**src/rtl/dmem_store_buffer.sv**
```systemverilog
// ============================================================================
// Module   : dmem_store_buffer
// Brief    : Posted-write FIFO between the core data port and the data RAM.
//            Loads take priority and wait on word-address hits in the buffer.
// Revision : 1.0 - initial release
// ============================================================================
`default_nettype none

module dmem_store_buffer #(
    parameter int DEPTH = 4,
    parameter int AW    = 32,
    parameter int DW    = 32
) (
    input  logic                       clk,
    input  logic                       rst,
    input  logic                       cpu_req,
    input  logic                       cpu_we,
    input  logic [3:0]                 cpu_be,
    input  logic [AW-1:0]              cpu_addr,
    input  logic [DW-1:0]              cpu_wdata,
    output logic                       cpu_stall,
    output logic                       cpu_rvalid,
    output logic [DW-1:0]              cpu_rdata,
    input  logic                       ram_busy,
    output logic                       ram_ena,
    output logic [3:0]                 ram_wea,
    output logic [AW-1:0]              ram_addr,
    output logic [DW-1:0]              ram_dina,
    input  logic [DW-1:0]              ram_douta,
    output logic [$clog2(DEPTH):0]     buf_count,
    output logic                       buf_empty
);

    localparam int PW = $clog2(DEPTH);
    localparam int CW = PW + 1;
    localparam logic [CW-1:0] FULL_COUNT = CW'(DEPTH);

    logic [AW-3:0]   addr_q  [DEPTH];
    logic [DW-1:0]   data_q  [DEPTH];
    logic [3:0]      be_q    [DEPTH];
    logic [DEPTH-1:0] valid_q;
    logic [PW-1:0]   wr_ptr;
    logic [PW-1:0]   rd_ptr;
    logic [CW-1:0]   count;

    logic full;
    logic hazard;
    logic push;
    logic load_issue;
    logic drain;

    assign full = (count == FULL_COUNT);

    // Hazard looks only at pre-edge contents, so a same-cycle push never matches.
    always_comb begin
        hazard = 1'b0;
        for (int i = 0; i < DEPTH; i++) begin
            if (valid_q[i] && (addr_q[i] == cpu_addr[AW-1:2]))
                hazard = 1'b1;
        end
    end

    assign push       = cpu_req && cpu_we && !full;
    assign load_issue = cpu_req && !cpu_we && !hazard && !ram_busy;
    assign drain      = !ram_busy && !load_issue && (count != '0);

    always_comb begin
        cpu_stall = 1'b0;
        if (cpu_req)
            cpu_stall = cpu_we ? full : (hazard || ram_busy);
    end

    always_comb begin
        ram_ena  = 1'b0;
        ram_wea  = 4'h0;
        ram_addr = '0;
        ram_dina = '0;
        if (load_issue) begin
            ram_ena  = 1'b1;
            ram_addr = {cpu_addr[AW-1:2], 2'b00};
        end else if (drain) begin
            ram_ena  = 1'b1;
            ram_wea  = be_q[rd_ptr];
            ram_addr = {addr_q[rd_ptr], 2'b00};
            ram_dina = data_q[rd_ptr];
        end
    end

    always_ff @(posedge clk or posedge rst) begin
        if (rst) begin
            wr_ptr     <= '0;
            rd_ptr     <= '0;
            count      <= '0;
            valid_q    <= '0;
            cpu_rvalid <= 1'b0;
            for (int i = 0; i < DEPTH; i++) begin
                addr_q[i] <= '0;
                data_q[i] <= '0;
                be_q[i]   <= 4'h0;
            end
        end else begin
            cpu_rvalid <= load_issue;
            if (push) begin
                addr_q[wr_ptr]  <= cpu_addr[AW-1:2];
                data_q[wr_ptr]  <= cpu_wdata;
                be_q[wr_ptr]    <= cpu_be;
                valid_q[wr_ptr] <= 1'b1;
                wr_ptr          <= wr_ptr + 1'b1;
            end
            // Push can only land on a free slot, so it never collides with the popped head.
            if (drain) begin
                valid_q[rd_ptr] <= 1'b0;
                rd_ptr          <= rd_ptr + 1'b1;
            end
            if (push && !drain)
                count <= count + 1'b1;
            else if (drain && !push)
                count <= count - 1'b1;
        end
    end

    assign cpu_rdata = ram_douta;
    assign buf_count = count;
    assign buf_empty = (count == '0);

endmodule

`default_nettype wire

```
**config.mk**
```make
export PLATFORM = sky130hd
export DESIGN_NAME = dmem_store_buffer
export DESIGN_NICKNAME = d
export VERILOG_FILES = /design/src/rtl/dmem_store_buffer.sv
export SDC_FILE = /design/constraint.sdc
export NUM_CORES = 1
export LEC_CHECK = 0
export ABC_CLOCK_PERIOD_IN_PS = 17300
export CORE_AREA = 5 5 223 204
export CTS_CLUSTER_DIAMETER = 60
export CTS_CLUSTER_SIZE = 40
export DETAILED_ROUTE_END_ITERATION = 8
export DIE_AREA = 0 0 228 209
export PLACE_DENSITY = 0.61
export SLEW_MARGIN = 40
export SYNTH_ARGS = -nofsm -noshare
export SYNTH_HDL_FRONTEND = slang
export SYNTH_SLANG_ARGS = --single-unit
export TNS_END_PERCENT = 20
```
**constraint.sdc**
```tcl
create_clock -name clk -period 17.3 [get_ports clk]
set_clock_uncertainty 0.2 [all_clocks]
set_input_delay 3.46 -clock clk [delete_from_list [all_inputs] [get_ports clk]]
set_output_delay 3.46 -clock clk [all_outputs]
set_load 0.02 [all_outputs]
```
Local utilization:
Scale: 1.5 px per um. 23 x 21 tiles, from black (low) to pale yellow (high), 0 to 100% covered.
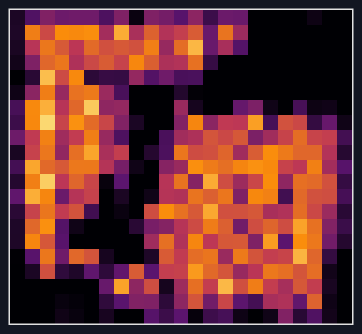
mean over tiles: 35%
tiles over 75% full: 5.8%
emptiest ninth of the die: north-east
nearly empty tiles: 23%
fullest tile: 92%
core area: 43200 um^2
fin util: 39.89%
FP Core Util: 34.32%

Clock wiring as the flow saved it:
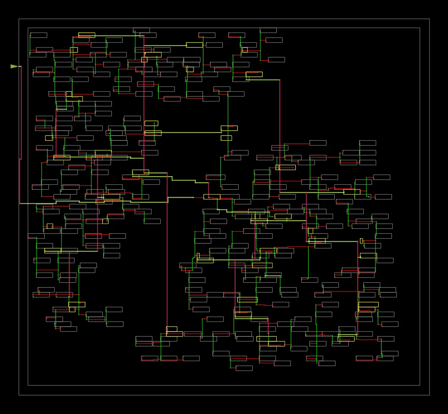
clock buffer count: 29
clk latency late pin: 0.55 ns
flop count: 276

==> out/results.ini <==
[status]
status = completed

[sta]
relSlewSlack_pct = 43.12
fin_crit_ns = 10.83
fmax_mhz = 92.32
rsz0062_at_grt = no
setup_tns_ns = 0
finalWorstSetupSlack_ns = 6.468
whs_ns = 0.3036
period_used_pct = 62.61

[min_path]
hold_start = data_q[61]
min_to = data_q[61]
hold_depth = 1
min_path_type = reg2reg

[critical_path]
crit_type = in2out
cp.required_ns = 13.64
r2r_slack_ns = 13.58
slowest_stage = and3_4
cp.arrival_ns = 7.17
crit_chain = clkdlybuf4s50_1 > xnor2_1 > nand4_1 > nor4_1 > a22oi_1 > and3_4 > mux2i_1 > clkdlybuf4s50_1
cp-end-kind = output pin
worst-path-max-fanout = 30
rr_worst_depth = 12
max_stage_delay_ns = 0.75

[pwr]
p_per_area_nw_per_um2 = 187.8
p_leak_nw = 6.896
power_mw = 3.238
ir_drop_v = 0.0001026

[clocking]
cts.path.max_buffers = 3
cts_resized = 0
cts_buffers = 27
cts_tree = yes
cts_hold_buf = 0
post_cts_buffers = 0
htreeDepth = 1
cts.sinks = 276

[yosys]
syn_inst = 1072
yosys-top-cells-count = dfrtp_1, mux2_2, xnor2_1, mux4_2, nand2_1
ys_types = 37
synth_area_um2 = 14830
top_area_share_pct = 46.59
flop_cell = dfrtp_1
syn_avg_cell_area_um2 = 13.83
ys_area_um2 = 14830
synth.most_common_cell = dfrtp_1
postSynthSeqShare_pct = 46.59

[drt]
wl_per_cell_um = 21.88
vias = 8663
wl_mm = 37.57
ant_nets = 0
via_per_inst = 5.045
drc = 0
drt_first_pass_iters = 4
drtIter0Drc = 398

[placement]
preCtsSetupSlack_ns = 6.411
place_inst = 1669
placed_cell_area_um2 = 16270
port-buffer-count = 143

[finish]
nets = 1251
drive_gt1_share_pct = 35.32
n_antenna_cell = 0
stdcell_area_um2 = 17240

[grt]
grt_antenna_before_repair = 1
grt_max_degree = 133
grt_pass1_wl_mm = 58.88
grtUsageTotal_pct = 15.64
grt_pass1_vias = 9394

[floorplan]
dieArea_um2 = 47650
io-pin-count = 212

## cell families (layout without fill, tap and decap cells)
kind of cell / count (synthesis) / in the layout / synth area share [%]
buf+inv: 131 / 213 / 6.169
fa+ha+maj: 10 / 10 / 0.8946
compound gates: 14 / 14 / 0.6836
other cells: 1 / 2 / 0.02529
simple gates: 153 / 153 / 5.958
xor+xnor: 125 / 125 / 7.435
flops: 276 / 276 / 46.59
mux: 362 / 362 / 32.25
## report_power, final
part | switching, mW | leakage [nW] | internal (mW) | total [mW]
sequential | 0.242 | 3.33 | 0.970 | 1.21
clock | 0.288 | 0.460 | 0.359 | 0.647
combinational | 0.576 | 3.11 | 0.802 | 1.38
## flip-flops by register name (all words and copies together) (netlist names)
register	cells
data_q	128
addr_q	120
be_q	16
valid_q	4
buf_count	3
rd_ptr	2
wr_ptr	2
cpu_rvalid	1
## cells in the final DEF (no fill, tap or decap), types with 6 or more instances in the layout
cell / Yosys / layout
clkdlybuf4s50_1: 0 / 143
a21oi_1: 9 / 9
nand4_1: 28 / 28
dfrtp_1: 276 / 274
mux2i_1: 31 / 31
buf_4: 35 / 10
ha_1: 9 / 9
mux4_2: 66 / 66
nand2_1: 37 / 33
nand2b_1: 29 / 29
and2_1: 36 / 36
xnor2_1: 123 / 123
mux2_2: 265 / 265
inv_1: 8 / 7
clkbuf_16: 0 / 27
nand3_1: 6 / 6
## area by class of cell
cell class,instances,area (um^2),share of cell area [%]
Multi-Input combinational cell,666,7046,40.88
Sequential cell,276,6914,40.12
Timing Repair Buffer,157,1569,9.103
Tap cell,562,703.2,4.080
Clock buffer,29,683.2,3.964
Clock inverter,19,277.8,1.612
Inverter,8,42.54,0.2468
## metal layers
metal | routed length [um] | GRT usage (%) | part of all wire (%)
met3 | 2244 | 3.641 | 6.0
met5 | 12 | 0 | 0.032
met1 | 16810 | 21.54 | 45
met4 | 814 | 3.254 | 2.2
met2 | 17680 | 25.52 | 47
## how the worst max path moves through the flow
stage	slack, ns	cells after the start	to	from
global placement	6.14	8	ram_addr[6]	cpu_addr[5]
finish	6.47	8	ram_addr[13]	cpu_addr[5]
floorplan	6.03	1	addr_q[0]	rst
CTS	6.42	8	ram_addr[13]	cpu_addr[5]
global route	6.31	8	ram_addr[13]	cpu_addr[5]
detailed placement	6.41	8	ram_addr[13]	cpu_addr[5]
Power and IR drop assume default switching activity.
